File: src/rtl/alu_exec_unit.sv
// Execute-stage ALU: single-cycle ADD/SUB/AND/OR/SLT, iterative one-bit-per-cycle SLL,
// valid/ready on both sides. Define ALU_OVF_EN to add the registered signed-overflow output ovf.
module alu_exec_unit #(
  parameter int WIDTH = 32,
  parameter int SHW   = 5
) (
  input  logic             clk,
  input  logic             rst_n,
  input  logic             flush,
  input  logic             in_valid,
  output logic             in_ready,
  input  logic [2:0]       alu_op,
  input  logic [WIDTH-1:0] op_a,
  input  logic [WIDTH-1:0] op_b,
  input  logic [SHW-1:0]   shamt,
  output logic             out_valid,
  input  logic             out_ready,
  output logic [WIDTH-1:0] result,
  output logic             zero
`ifdef ALU_OVF_EN
  ,
  output logic             ovf
`endif
);

  localparam logic [2:0] OP_AND = 3'b000;
  localparam logic [2:0] OP_OR  = 3'b001;
  localparam logic [2:0] OP_ADD = 3'b010;
  localparam logic [2:0] OP_SLL = 3'b011;
  localparam logic [2:0] OP_SUB = 3'b110;
  localparam logic [2:0] OP_SLT = 3'b111;

  typedef enum logic [1:0] {
    S_IDLE,
    S_SHIFT,
    S_DONE
  } state_t;

  state_t           state;
  logic [WIDTH-1:0] acc;
  logic [SHW-1:0]   cnt;
  logic [WIDTH-1:0] sum;
  logic [WIDTH-1:0] diff;
  logic [WIDTH-1:0] acc_sh;
  logic [WIDTH-1:0] alu_res;
  logic             accept;
  logic             start_shift;

  assign sum         = op_a + op_b;
  assign diff        = op_a - op_b;
  assign acc_sh      = {acc[WIDTH-2:0], 1'b0};
  assign accept      = in_valid && in_ready;
  assign start_shift = (alu_op == OP_SLL) && (shamt != '0);

  // NOTE: every always_comb output gets a default first so no path can infer a latch.
  always_comb begin
    alu_res = '0;
    case (alu_op)
      OP_ADD:  alu_res = sum;
      OP_SUB:  alu_res = diff;
      OP_AND:  alu_res = op_a & op_b;
      OP_OR:   alu_res = op_a | op_b;
      OP_SLT:  alu_res = {{(WIDTH-1){1'b0}}, ($signed(op_a) < $signed(op_b))};
      OP_SLL:  alu_res = op_a;  // only reaches result when shamt == 0
      default: alu_res = '0;
    endcase
  end

`ifdef ALU_OVF_EN
  logic alu_ovf;

  // Signed overflow: the result sign disagrees with what the operand signs allow.
  always_comb begin
    alu_ovf = 1'b0;
    case (alu_op)
      OP_ADD:  alu_ovf = (op_a[WIDTH-1] == op_b[WIDTH-1]) && (sum[WIDTH-1] != op_a[WIDTH-1]);
      OP_SUB:  alu_ovf = (op_a[WIDTH-1] != op_b[WIDTH-1]) && (diff[WIDTH-1] != op_a[WIDTH-1]);
      default: alu_ovf = 1'b0;
    endcase
  end
`endif

  // NOTE: sequential state uses non-blocking assignments only, so every register samples pre-edge values.
  always_ff @(posedge clk or negedge rst_n) begin
    if (!rst_n) begin
      state     <= S_IDLE;
      acc       <= '0;
      cnt       <= '0;
      result    <= '0;
      zero      <= 1'b0;
      out_valid <= 1'b0;
      in_ready  <= 1'b0;
`ifdef ALU_OVF_EN
      ovf       <= 1'b0;
`endif
    end else if (flush) begin
      state     <= S_IDLE;
      out_valid <= 1'b0;
      in_ready  <= 1'b1;
`ifdef ALU_OVF_EN
      ovf       <= 1'b0;
`endif
    end else begin
      case (state)
        S_IDLE: begin
          if (accept) begin
            in_ready <= 1'b0;
            if (start_shift) begin
              acc   <= op_a;
              cnt   <= shamt;
              state <= S_SHIFT;
            end else begin
              result    <= alu_res;
              zero      <= (alu_res == '0);
              out_valid <= 1'b1;
              state     <= S_DONE;
`ifdef ALU_OVF_EN
              ovf       <= alu_ovf;
`endif
            end
          end else begin
            in_ready <= 1'b1;
          end
        end
        S_SHIFT: begin
          // The edge that takes the counter to zero also commits the final shifted value.
          if (cnt == '0) begin
            result    <= acc;
            zero      <= (acc == '0);
            out_valid <= 1'b1;
            state     <= S_DONE;
`ifdef ALU_OVF_EN
            ovf       <= 1'b0;
`endif
          end else if (cnt == SHW'(1)) begin
            cnt       <= '0;
            result    <= acc_sh;
            zero      <= (acc_sh == '0);
            out_valid <= 1'b1;
            state     <= S_DONE;
`ifdef ALU_OVF_EN
            ovf       <= 1'b0;
`endif
          end else begin
            acc <= acc_sh;
            cnt <= cnt - SHW'(1);
          end
        end
        S_DONE: begin
          if (out_ready) begin
            out_valid <= 1'b0;
            in_ready  <= 1'b1;
            state     <= S_IDLE;
          end
        end
        default: begin
          state    <= S_IDLE;
          in_ready <= 1'b1;
        end
      endcase
    end
  end

endmodule
File: config.mk
export PLATFORM = sky130hd
export DESIGN_NAME = alu_exec_unit
export DESIGN_NICKNAME = d
export VERILOG_FILES = /design/src/rtl/alu_exec_unit.sv
export SDC_FILE = /design/constraint.sdc
export NUM_CORES = 1
export LEC_CHECK = 0
export ABC_CLOCK_PERIOD_IN_PS = 6300
export CELL_PAD_IN_SITES_DETAIL_PLACEMENT = 1
export CELL_PAD_IN_SITES_GLOBAL_PLACEMENT = 2
export CORE_AREA = 2 2 166 168
export CTS_BUF_LIST = sky130_fd_sc_hd__clkbuf_8
export CTS_CLUSTER_DIAMETER = 40
export CTS_CLUSTER_SIZE = 10
export DETAILED_ROUTE_END_ITERATION = 16
export DIE_AREA = 0 0 168 170
export PLACE_DENSITY = 0.9
export REMOVE_ABC_BUFFERS = 1
export SETUP_SLACK_MARGIN = 0.5
export SYNTH_ARGS = -nofsm -noshare
export SYNTH_HDL_FRONTEND = slang
export SYNTH_SLANG_ARGS = --single-unit
File: constraint.sdc
create_clock -name clk -period 6.3 [get_ports clk]
set_clock_uncertainty 0.1 [all_clocks]
set_input_delay 1.26 -clock clk [delete_from_list [all_inputs] [get_ports clk]]
set_output_delay 1.26 -clock clk [all_outputs]
set_load 0.005 [all_outputs]
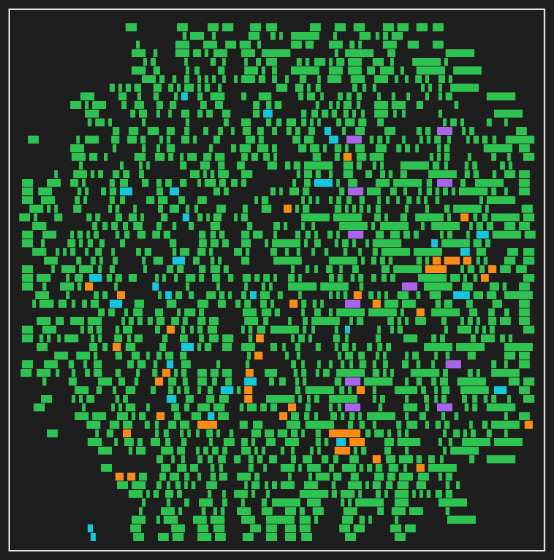
(run_1/sizing.png)
[cyan] x2 | cells: 29 | share: 2.0%
[orange] x3 and x4 | cells: 38 | share: 2.7%
[green] x1 and smaller | cells: 1347 | share: 95%
[purple] x6 and larger | cells: 11 | share: 0.77%

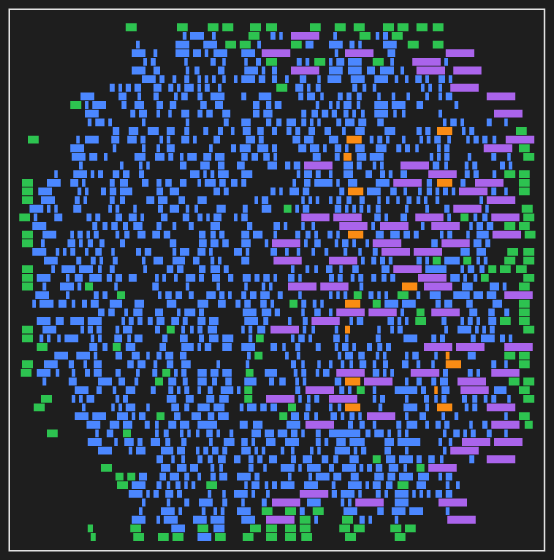
(run_1/class_map.png)
[green] remaining buffers and delay cells | cells: 141 | share of their area: 12%
[purple] registers | cells: 74 | share of their area: 17%
[blue] remaining logic cells | cells: 1195 | share of their area: 69%
[orange] clock drivers and dummy loads | cells: 15 | share of their area: 1.6%

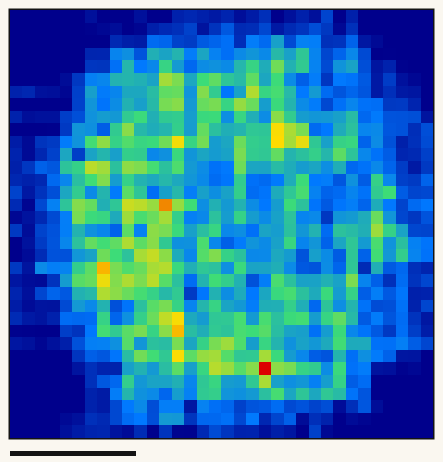
(run_1/route_heat.png)
Bar = 50 um. The die is cut into 34 by 34 equal tiles; dark blue is low, red is high, scaled to the fullest tile. Values are wire area over tile area, all layers added.
fullest tile: 0.80
mean over tiles: 0.22
tiles over half the peak: 13%
nearly empty tiles: 15%

-- run 1: critical path, delay by kind of cell --
family	cells	cell delay (ps)
and+or+nand+nor	5	1600
AOI/OAI and AO/OA	4	1220
buffers and inverters	3	990
adders and majority gates	1	450
xor gates and xnor gates	1	130
-- run 1: worst paths after layout --
kind                              end  slack, ps  depth (start not counted)
setup / recovery                 zero        800                         14
hold / removal              result[7]        380                          2
setup reg to reg                 zero       2110                         13
hold reg to reg             result[7]        380                          2
max in group asynchronous  result[31]       4500                          1
min in group asynchronous   result[3]        950                          1
-- run 1: cell usage in the layout, fill, tap and decap left out, drive strengths merged, types with 33 or more instances in the layout --
cell type	count
nand3	50
o21ai	102
buf	33
ha	105
dfrtp	74
nand2	219
clkdlybuf4s50	108
inv	99
a31oi	34
a21oi	88
nor2	131
==> results.sh, run 1 <==
# physical design summary
export IMPL_status="complete, no violations"
export IMPL_worst_slack_ps=804
export IMPL_tightestPinTransition_ps=1010
export IMPL_met2_usage_pct=43.8
export IMPL_clock_sinks=74
export IMPL_power_combinational_total_w=0.00125
export IMPL_nNonClkInverters=99
export IMPL_setup_tns_ps=0
export IMPL_fin_crit_ps=5500
export IMPL_min_from="result[7]"
export IMPL_synthTopCellsByCount="nand2_1, nor2_1, ha_1"
export IMPL_startpoint_type="input port"
export IMPL_diodes=0
export IMPL_seq_cell_power_w=0.000879
export IMPL_tap_cells=341
export IMPL_finalCoreUtilization_pct=41.5
export IMPL_synth_cellmix_simpleShare_pct=25.6
export IMPL_rsz0062_at_grt="no"
export IMPL_flop_count=74
export IMPL_met1_usage_pct=36.8
export IMPL_p_seq_share_pct=35.4
export IMPL_maxUsedRoutingLayer="met4"
export IMPL_cts_path_max_buffers=2
export IMPL_buffer_area_share_pct=12.0
export IMPL_nNetsFinal=1605
export IMPL_p_leak_nw=4.78
export IMPL_ctsHoldBuffers=0
export IMPL_ir_drop_uv=112
export IMPL_cts_resized=0
export IMPL_p_clk_w=0.000356
export IMPL_drtIter0Drc=881
export IMPL_drt_met1_wl_mm=17.7
export IMPL_cp_required_ps=6470
export IMPL_antenna_found_initial=1
export IMPL_async_flop_share_pct=100
export IMPL_power_frac_clock_pct=14.3
export IMPL_layout_drive_gt1_share_pct=5.47
export IMPL_nClkBuffers=11
export IMPL_max_cap_viol_count=0
export IMPL_grt_busiest_layer="met2"
export IMPL_dominant_cells="combinational gates"
export IMPL_fp_util_pct=35.6
export IMPL_synthesis_area_sq_um=9480
export IMPL_crit_start="op_a[5]"
export IMPL_logic_area_sq_um=6920
export IMPL_ys_flops=74
export IMPL_cpMaxStageDelayCell="clkdlybuf4s50_1"
export IMPL_ys_top_logic_family="AND-OR/OR-AND gates"
==> inputs of run 2 (changes only) <==
Settings changed: ABC_CLOCK_PERIOD_IN_PS 6300 to 5300, CORE_AREA 2 2 166 168 to 2 2 173 175, DIE_AREA 0 0 168 170 to 0 0 175 177, PLACE_DENSITY 0.9 to default, PLACE_DENSITY_LB_ADDON from default to 0.1.
Clock period 6.3 ns to 5.3 ns, I/O delays scaled along.
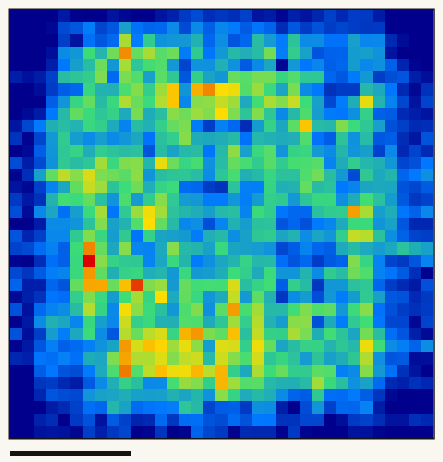
(run_2/route_heat.png)
Bar = 50 um. The die is cut into 35 by 35 equal tiles; dark blue is low, red is high, scaled to the fullest tile. Values are wire area over tile area, all layers added.
fullest tile: 0.66
mean over tiles: 0.21
densest ninth of the die: south
overall routing resource usage: 27.1%
via count: 11000
wire per inst: 22.1 um
final wirelength: 42.5 mm

==> run 2 against run 1 <==
Against the previous run:
- first-iteration DRC count down 14%
- global-route usage increased by 0.46 points
- power rose by 27%
- clock power increased by 35%
- die size grew 8.5%
- design area increased by 10%
- core utilization up 0.20 points
- synthesized area unchanged
- combinational power increased by about 30%
- via count is 3.7% higher
- worst hold slack got worse by 0.88 ps
- flip-flop count stayed put
==> results.sh, run 2 <==
# physical design summary
export IMPL_max_cap_viol_count=0
export IMPL_dr_pass1_iters=5
export IMPL_synth_warnings=0
export IMPL_nNetsFinal=1708
export IMPL_slew_headroom_pct=47.1
export IMPL_cpMaxStageDelayCell="or4_4"
export IMPL_clk_pin_slew_ps=90
export IMPL_rows=63
export IMPL_cp_max_fo=5
export IMPL_rr_endpoint="zero"
export IMPL_cp_endpoint="zero"
export IMPL_p_leak_nw=5.40
export IMPL_reg2reg_depth=13
export IMPL_whs_path_depth=2
export IMPL_drtIter0Drc=761
export IMPL_ys_flops=74
export IMPL_r2r_slack_ps=1300
export IMPL_lay_top_count="nand2_1"
export IMPL_power_frac_clock_pct=15.1
export IMPL_fp_util_pct=32.4
export IMPL_path_delay_family="simple AND/OR/NAND/NOR gates"
export IMPL_die_y_um=177
export IMPL_power_combinational_total_w=0.00163
export IMPL_clk_latency_ps=390
export IMPL_final_cell_mix="nand2_1, buf_4, nor2_1"
export IMPL_antenna_found_initial=0
export IMPL_cts_path_max_buffers=2
export IMPL_seq_cell_power_w=0.00105
export IMPL_worst_slack_ps=668
export IMPL_ys_top_logic_family="AND-OR/OR-AND gates"
export IMPL_diodes=0
export IMPL_cp_required_ps=5500
export IMPL_reg_largest_list="acc x32, result x32, cnt x5"
export IMPL_reg2reg_from="cnt[1]"
export IMPL_fin_cells=1919
export IMPL_crit_start="op_b[6]"
export IMPL_p_clk_w=0.000479
export IMPL_synthTopCellsByCount="nand2_1, nor2_1, ha_1"
export IMPL_cp_depth=14
export IMPL_fin_crit_ps=4630
export IMPL_cts_root_buf="clkbuf_8"
export IMPL_yosysMostFrequentCell="nand2_1"
export IMPL_rsz0062_at_grt="yes"
export IMPL_placed_area_sq_um=11700
export IMPL_xor_share_pct=1.94
export IMPL_status="complete, no violations"
export IMPL_layout_drive_gt1_share_pct=14.5
export IMPL_synth_cellmix_simpleShare_pct=25.6
export IMPL_crit_buf_inv=2
export IMPL_place_ws_ps=-172
export IMPL_remaining_drc_errors=0
export IMPL_tightestPinTransition_ps=791
export IMPL_area_leaders="dfrtp_1, ha_1, nand2_1"
export IMPL_min_from="result[14]"
export IMPL_startpoint_type="input port"
export IMPL_clock_sinks=74
export IMPL_async_flop_share_pct=100
export IMPL_ir_drop_uv=118
export IMPL_synth_largest_area_cell="dfrtp_1"
export IMPL_synthesis_area_sq_um=9480
export IMPL_p_seq_share_pct=33.3
export IMPL_htreeDepth=3
export IMPL_setup_tns_ps=0
export IMPL_ctsHoldBuffers=0
export IMPL_min_to="result[14]"
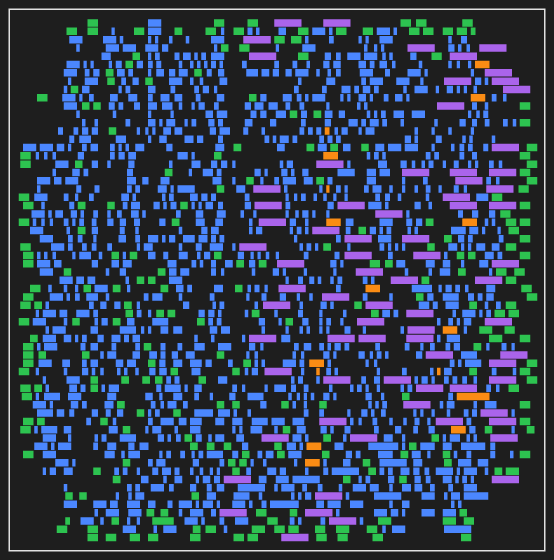
(run_2/class_map.png)
[orange] clock drivers and dummy loads | cells: 16 | share of their area: 1.7%
[green] remaining buffers and delay cells | cells: 244 | share of their area: 18%
[purple] registers | cells: 74 | share of their area: 16%
[blue] remaining logic cells | cells: 1195 | share of their area: 64%
Design Area, Final: 12200 sq um
Final Core Density: 41.7%
flop share of the area: 15.2%

[run 2: repair_timing]
action	CTS	global route
pin swaps	3	10
gates cloned	0	0
gates resized	14	49
endpoints found under the setup margin	2	5
setup buffers	2	3
endpoints found under the hold margin	0	0
[run 2: final cells by class]
type	instances	area, sq um	share of cell area (%)
multi-input cells	1096	7170	58.7
flip-flops and latches	74	1850	15.2
repair buffers	244	2130	17.4
well taps	390	488	4.00
clock inverters	5	46.3	0.379
inverters	99	374	3.07
clock buffers	11	151	1.24
[run 2: layer usage]
| layer | vias up | GRT usage, % | share of wire [%] |
|---|---|---|---|
| li1 | 5186 | - | - |
| met1 | 5426 | 39.4 | 49 |
| met2 | 290 | 43.1 | 45 |
| met3 | 50 | 1.93 | 4.1 |
| met4 | 0 | 7.33 | 2.0 |
| met5 | - | 0 | 0 |
==> inputs of run 3 (changes only) <==
Settings changed: GPL_TIMING_DRIVEN from default to 0.
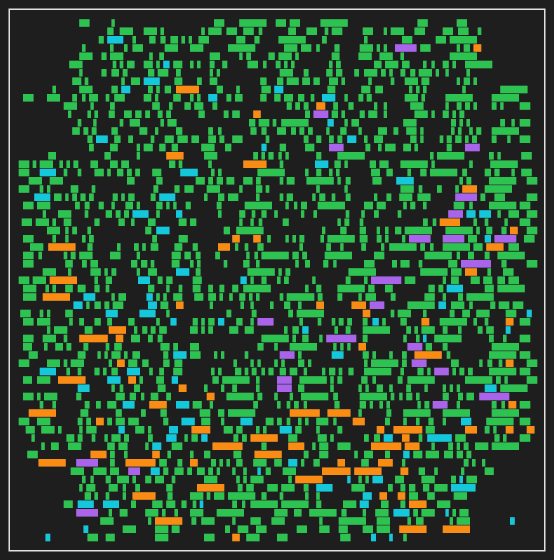
(run_3/sizing.png)
[green] x1 and smaller | cells: 1253 | share: 87%
[cyan] x2 | cells: 83 | share: 5.8%
[purple] x6 and larger | cells: 25 | share: 1.7%
[orange] x3 and x4 | cells: 74 | share: 5.2%
area grow syn2layout: 26.8%
Worst Slack Setup Final: 476 ps
Non-clk bufs: 149

==> run 3 against run 2 <==
Against the previous run:
- maximum frequency fell by 4.0%
- critical path depth unchanged
- first-iteration DRC count shrank 8.8%
- largest power group unchanged
- cell count fell by 4.9%
- clock power down 9.2%
- worst hold slack got worse by 4.7 ps
- global-route usage decreased by 1.2 points
- flip-flop count stayed put
- combinational power about the same
- sequential share of layout area is 0.23 points higher
- wire length down 3.8%
==> results.sh, run 3 <==
# physical design summary
export IMPL_routed_wl_met2_mm=18.9
export IMPL_fin_cells=1825
export IMPL_grtUsageTotal_pct=25.9
export IMPL_drt_met1_wl_mm=20.0
export IMPL_rsz0062_at_grt="yes"
export IMPL_logic_gates=1097
export IMPL_tap_cells=390
export IMPL_ir_drop_uv=122
export IMPL_reg2reg_from="cnt[1]"
export IMPL_clkCellAreaFrac_pct=1.51
export IMPL_fp_util_pct=32.4
export IMPL_min_to="result[3]"
export IMPL_wl_per_cell_um=22.4
export IMPL_cts_root_buf="clkbuf_8"
export IMPL_sh_comb_area_pct=62.9
export IMPL_maxUsedRoutingLayer="met4"
export IMPL_nNetsFinal=1615
export IMPL_status="complete, no violations"
export IMPL_async_flop_share_pct=100
export IMPL_area_sequential_sq_um=1850
export IMPL_yosysMostFrequentCell="nand2_1"
export IMPL_cp_max_fo=10
export IMPL_synth_warnings=0
export IMPL_crit_start="op_b[9]"
export IMPL_final_cell_mix="nand2_1, nor2_1, o21ai_0"
export IMPL_whs_path_depth=2
export IMPL_clock_sinks=74
export IMPL_lay_top_count="nand2_1"
export IMPL_wl_met3_mm=1.47
export IMPL_buffer_area_share_pct=12.9
export IMPL_r2r_slack_ps=680
export IMPL_fin_crit_ps=4820
export IMPL_setup_tns_ps=0
export IMPL_placed_area_sq_um=11000
export IMPL_nNonClkInverters=100
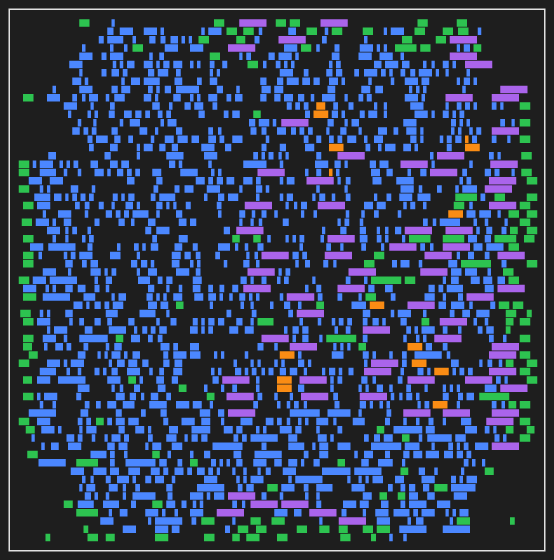
(run_3/class_map.png)
[green] remaining buffers and delay cells | cells: 149 | share of their area: 13%
[orange] clock drivers and dummy loads | cells: 15 | share of their area: 1.6%
[purple] registers | cells: 74 | share of their area: 16%
[blue] remaining logic cells | cells: 1197 | share of their area: 69%
row cnt: 63
Design Area, Final: 12000 sq um
flop share of the area: 15.4%
Final Core Density: 41.1%

run 3: cell counts after synthesis:
Identical to the previous run, type by type.
run 3: critical path, cell delays in order:
cell,delay [ps]
clkdlybuf4s50_1,490
inv_1,80
ha_2,450
inv_1,170
o31ai_4,430
a21o_4,180
a31oi_2,110
xnor2_1,150
a221o_1,460
nor4_4,350
nand4b_1,260
nor4_4,350
nand4_1,160
o311ai_2,290
run 3: what timing repair did:
action	4_1_cts	5_1_grt
pin swaps	11	19
endpoints found under the setup margin	55	19
cloned	1	1
buffers inserted	9	17
gates resized	108	59
run 3: routing by layer:
metal | vias up | GRT usage [%]
li1 | 5006 | -
met1 | 5266 | 37.1
met2 | 226 | 42.7
met3 | 35 | 2.43
met4 | 0 | 4.72
met5 | - | 0

==> layout pictures side by side <==
Routing congestion map.
(a)
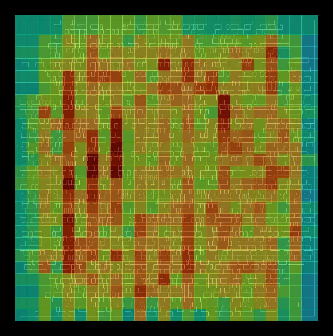
(b)
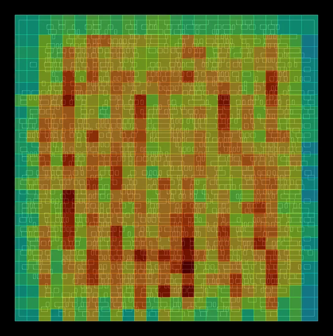
(c)
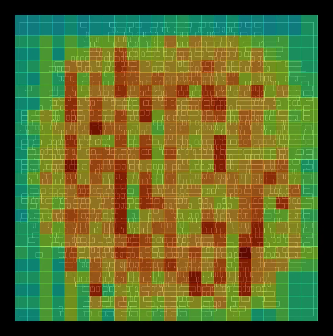
(b) comes from run 2.
(a) comes from run 3.
(c) comes from run 1.

Power and IR drop assume default switching activity.
